`src/rtl/pulse_width_meter.sv`:
```
// rtl/pulse_width_meter.sv - measures pulse high time, strobes the rising edge, reports via valid/ack
// Optional input synchronizer: define PULSE_WIDTH_METER_SYNC_EN.
module pulse_width_meter #(
  parameter int WIDTH = 8
) (
  input  logic             in_clock,
  input  logic             in_reset,
  input  logic             in_signal,
  input  logic             in_ack,
  output logic             out_pulse,
  output logic [WIDTH-1:0] out_value,
  output logic             out_valid,
  output logic             out_overflow,
  output logic             out_missed
);

  typedef enum logic [1:0] {IDLE, MEASURE, HOLD} state_t;
  localparam logic [WIDTH-1:0] CNT_MAX = '1;

  state_t           state_q, state_d;
  logic             prev_q, prev_d;
  logic [WIDTH-1:0] count_q, count_d;
  logic             ovf_q, ovf_d;
  logic [WIDTH-1:0] value_q, value_d;
  logic             valid_q, valid_d;
  logic             oovf_q, oovf_d;
  logic             pulse_q, pulse_d;
  logic             missed_q, missed_d;
  logic             s;
  logic             rise;

`ifdef PULSE_WIDTH_METER_SYNC_EN
  logic [1:0] sync_q, sync_d;

  // Reset to 1 so a line already high at release is not taken as an edge.
  always_comb sync_d = {sync_q[0], in_signal};

  always_ff @(posedge in_clock) begin
    if (!in_reset) sync_q <= 2'b11;
    else           sync_q <= sync_d;
  end

  assign s = sync_q[1];
`else
  assign s = in_signal;
`endif

  assign rise   = s & ~prev_q;
  assign prev_d = s;

  always_ff @(posedge in_clock) begin
    if (!in_reset) begin
      state_q  <= IDLE;
      prev_q   <= 1'b1;
      count_q  <= '0;
      ovf_q    <= 1'b0;
      value_q  <= '0;
      valid_q  <= 1'b0;
      oovf_q   <= 1'b0;
      pulse_q  <= 1'b0;
      missed_q <= 1'b0;
    end else begin
      state_q  <= state_d;
      prev_q   <= prev_d;
      count_q  <= count_d;
      ovf_q    <= ovf_d;
      value_q  <= value_d;
      valid_q  <= valid_d;
      oovf_q   <= oovf_d;
      pulse_q  <= pulse_d;
      missed_q <= missed_d;
    end
  end

  always_comb begin
    state_d = state_q;
    case (state_q)
      IDLE:    if (rise) state_d = MEASURE;
      MEASURE: if (!s) state_d = HOLD;
      HOLD:    if (in_ack) state_d = rise ? MEASURE : IDLE;
      default: state_d = IDLE;
    endcase
  end

  always_comb begin
    count_d  = count_q;
    ovf_d    = ovf_q;
    value_d  = value_q;
    valid_d  = valid_q;
    oovf_d   = oovf_q;
    pulse_d  = 1'b0;
    missed_d = 1'b0;
    case (state_q)
      IDLE: begin
        if (rise) begin
          count_d = {{(WIDTH-1){1'b0}}, 1'b1};
          ovf_d   = 1'b0;
          pulse_d = 1'b1;
        end
      end
      MEASURE: begin
        if (s) begin
          if (count_q == CNT_MAX) ovf_d = 1'b1;
          else                    count_d = count_q + 1'b1;
        end else begin
          value_d = count_q;
          oovf_d  = ovf_q;
          valid_d = 1'b1;
        end
      end
      HOLD: begin
        // Ack frees the result first, so an edge on the same cycle is measured.
        if (in_ack) begin
          valid_d = 1'b0;
          oovf_d  = 1'b0;
          if (rise) begin
            count_d = {{(WIDTH-1){1'b0}}, 1'b1};
            ovf_d   = 1'b0;
            pulse_d = 1'b1;
          end
        end else if (rise) begin
          missed_d = 1'b1;
        end
      end
      default: ;
    endcase
  end

  assign out_pulse    = pulse_q;
  assign out_value    = value_q;
  assign out_valid    = valid_q;
  assign out_overflow = oovf_q;
  assign out_missed   = missed_q;

endmodule

```
`config.mk`:
```
export PLATFORM = sky130hd
export DESIGN_NAME = pulse_width_meter
export DESIGN_NICKNAME = d
export VERILOG_FILES = /design/src/rtl/pulse_width_meter.sv
export SDC_FILE = /design/constraint.sdc
export NUM_CORES = 1
export LEC_CHECK = 0
export CORE_MARGIN = 1
export CORE_UTILIZATION = 50
export DETAILED_ROUTE_END_ITERATION = 8
export HOLD_SLACK_MARGIN = 0.06
export PLACE_DENSITY = 0.85
export SYNTH_ARGS = -nofsm -noshare
export SYNTH_HDL_FRONTEND = slang
export SYNTH_SLANG_ARGS = --single-unit
```
`constraint.sdc`:
```
create_clock -name in_clock -period 1.94 [get_ports in_clock]
set_input_delay 0.388 -clock in_clock [delete_from_list [all_inputs] [get_ports in_clock]]
set_output_delay 0.388 -clock in_clock [all_outputs]
set_load 0.03 [all_outputs]
```
==> run_results.csv <==
group,metric,value,unit
logic_synthesis,synth_stat.cells,126,
logic_synthesis,synth-async-reset-ratio,0,
worst_setup_path,crit_fanout,1,
logic_synthesis,synth_cells,126,
logic_synthesis,synthFlopType,"dfxtp_1",
clock_tree,cts_root_buf,"clkbuf_4",
routing,drtPass1Iterations,4,
clock_tree,htree_levels,1,
global_routing,grt_pass1_vias,837,
clock_tree,cts_tree,"yes",
final_timing,tns,0,ps
floorplanning,dieWidth,48.0,microns
routing,drt-initial-drc-count,38,
routing,ant_nets,0,
final_timing,rsz0062_at_grt,"false",
finish,seqCellArea,480,sq um
finish,multiInputGateArea,538,sq um
global_routing,grt_max_degree,14,
final_timing,finalMaxSlewViolations,0,
logic_synthesis,synth_warnings,0,
placement,io_buffer_count,15,
clock_tree,insertion_delay,320,ps
routing,drt-vias-per-instance,5.72,
finish,final_nets,152,
worst_setup_path,critical_path.max_stage_delay,670,ps
clock_tree,postCtsResizedCells,0,
logic_synthesis,common_cells,"dfxtp_1 (24), nand2_1 (18), o21ai_0 (14)",
floorplanning,initCoreUtil,0.533,
logic_synthesis,netlist.area_leader.share,0.454,
pwr,total_power,827,uW
worst_setup_path,endpoint_kind,"output port",
clock_tree,cts_buffers,3,
pwr,p_leak,0.473,nW
final_timing,period_used_share,0.895,
floorplanning,fp.dieH,48.0,microns
clock_tree,hold_buffers,0,
placement,dpl.hpwl,1.73,mm
pwr,peakVddDrop,415,uV
finish,antenna_cells,0,
worst_setup_path,worst_ep_arrival_time,1350,ps
final_timing,hold_viol_final,0,
global_routing,gr-total-overflow,0,
worst_setup_path,cp_slowest_cell,"clkdlybuf4s50_1",
logic_synthesis,synth_nets,131,
logic_synthesis,synth_cell_type_count,33,
outcome,status,"finished clean",
final_timing,fmax,576,MHz
final_timing,slew_headroom,0.755,
worst_setup_path,crit_path_start_kind,"flip-flop",
final_timing,worst_pin_slew,368,ps
floorplanning,pin_count,16,
clock_tree,path_clk_slew,130,ps
floorplanning,die-area,0.00230,sq mm
pwr,power.density,635,mW/mm^2
clock_tree,postCtsSetupRepairBufs,0,
worst_setup_path,path_cells,"clkdlybuf4s50_1",
logic_synthesis,ys_seq_share,0.454,
global_routing,gr-usage-all-layers,0.236,
placement,place.gp.congestion,0.880,
final_timing,period_needed,1740,ps
logic_synthesis,area_leaders,"dfxtp_1 (45%), o21ai_0 (6.6%), nand2_1 (6.4%), a21oi_1 (4.7%), nor2_1 (4.3%)",
routing,drcViolationCount,0,
worst_setup_path,crit_family,"buffers and inverters",
logic_synthesis,yosys_area,0.00106,sq mm
finish,synthToLayoutAreaGrowth,23.2,%
logic_synthesis,yosysTopAreaCell,"dfxtp_1",
logic_synthesis,edf_count,0,
run,drv_cap,0,
logic_synthesis,synth_dominant_cell_count,"dfxtp_1",
logic_synthesis,synth_flops,24,
worst_setup_path,critPathKind,"reg -> out",
global_routing,antenna_found_initial,0,
hold_path,hold_class,"reg -> reg",
logic_synthesis,netlist_area,0.00106,sq mm
worst_setup_path,cp.buffers_inverters,1,
logic_synthesis,syn_avg_cell_area,8.39,sq um
==> routing by layer <==
layer  vias up  part of all wire  global-route usage
met5         -                 0                   0
met4         0             0.025               0.106
met3         9             0.047              0.0377
met2        37              0.48               0.403
met1       454              0.45               0.289
li1        489                 -                   -
==> path summary, 6_finish.rpt <==
kind	from	endpoint	slack (ps)	cells past startpoint
hold reg to reg	out_value[6]	out_value[6]	480	2
hold / removal	out_value[6]	out_value[6]	480	2
setup reg to reg	count_q[0]	count_q[0]	270	5
setup / recovery	out_pulse	out_pulse	200	1
==> kinds of logic (layout without fill, tap and decap cells) <==
logic type,Yosys count,count (layout),synth area share
and+or+nand+nor,53,53,0.269
AOI/OAI and AO/OA,37,37,0.209
DFF,24,24,0.454
buffers and inverters,9,29,0.0367
muxes,2,2,0.0189
adders and majority gates,1,1,0.0118
==> layout make-up <==
cell class              count  area share
inverters                   3     0.00865
multi-input cells          93       0.413
flip-flops and latches     24       0.369
clock buffers               4      0.0279
repair buffers             22       0.156
well taps                  27      0.0259
==> layout by cell type, fill, tap and decap left out, types with 2 or more instances in the layout <==
master	count
a21oi_1	10
a31oi_1	5
buf_4	7
clkbuf_4	3
clkdlybuf4s50_1	15
dfxtp_1	24
inv_1	3
mux2i_1	2
nand2_1	18
nand2b_1	3
nand3_1	4
nor2_1	12
nor3_1	4
o21a_1	2
o21ai_0	14
==> power by group <==
part	total (mW)	internal, mW	switching, mW
Combinational	0.0592	0.0254	0.0338
Sequential	0.505	0.498	0.00732
Clock	0.263	0.115	0.148
Total	0.827	0.638	0.189
==> metrics by stage <==
step                cell area, sq um  utilization  cells  hold slack, ps  setup WS, ps
floorplan                       1060            -    126             441           532
global placement                1270        0.639    169             451           110
detailed placement              1270        0.639    169             464          21.3
CTS                             1300        0.657    173             486           201
global route                    1300        0.657    173             517           131
finish                          1300        0.657    173             484           203
==> flip-flops by register name, summed over array words and instances, names as in the netlist <==
name and flops:
count_q 8, prev_q 1, ovf_q 1, out_pulse 1, out_valid 1, out_overflow 1
state_q 2, out_missed 1, out_value 8
### Clock nets

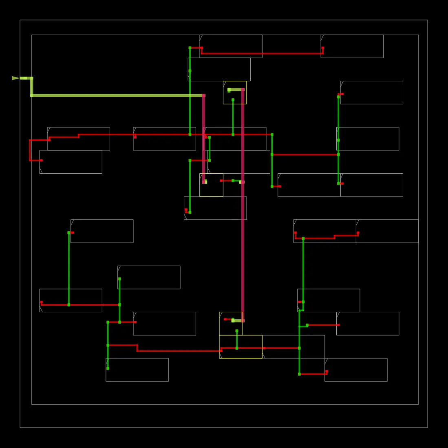
post-route clock skew: 6.75 ps
Flops: 24
clock buffer count: 4
Clk. pwr: 263 uW
clk sink count: 24

### Gate-type map

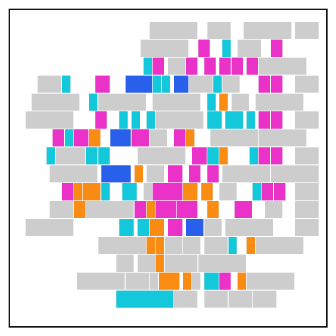
Key: NAND gates = cyan [cells 28]; AND and OR gates = blue [cells 5]; inverting AOI/OAI gates = magenta [cells 34]; NOR gates = orange [cells 20]

### Drive-strength map

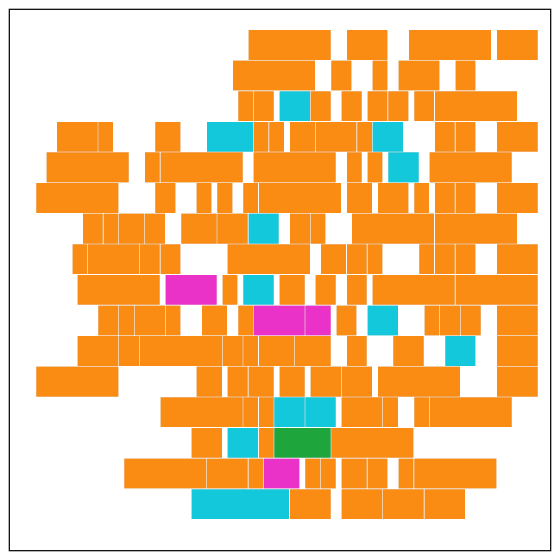
Key: drive 1 or less = orange [cells 129]; drive 6 and up = green [cells 1]; drive 2 = magenta [cells 4]; drive 3 to 4 = cyan [cells 12]

### Cells coloured by class

Scale bar: 10 microns. Fill, decap, tap and diode cells in grey.
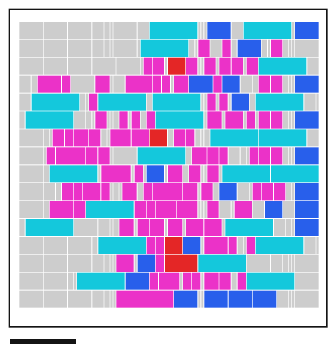
Key: flip-flops = cyan [cells 24, share of their area 38%]; all other logic = magenta [cells 96, share of their area 43%]; clock drivers and dummy loads = red [cells 4, share of their area 2.9%]; other buffers and delay cells = blue [cells 22, share of their area 16%]
post-layout util: 0.657
Final Cell Area: 0.00130 sq mm
core area: 0.00198 sq mm
FP Rows: 16

### M2 wires

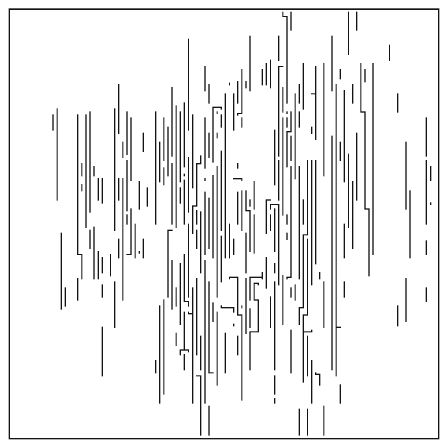
The wires run mostly vertical. The layer holds 48% of the routed length. The longest straight run is 32.6 microns. 123 nets have wire on it. The layer carries 1,130 microns of wire.
vias: 989
GR Layer Usage met2: 0.403
Post-Route WL: 2.37 mm

Power figures rest on the tool's default switching activity, not on a simulated workload.
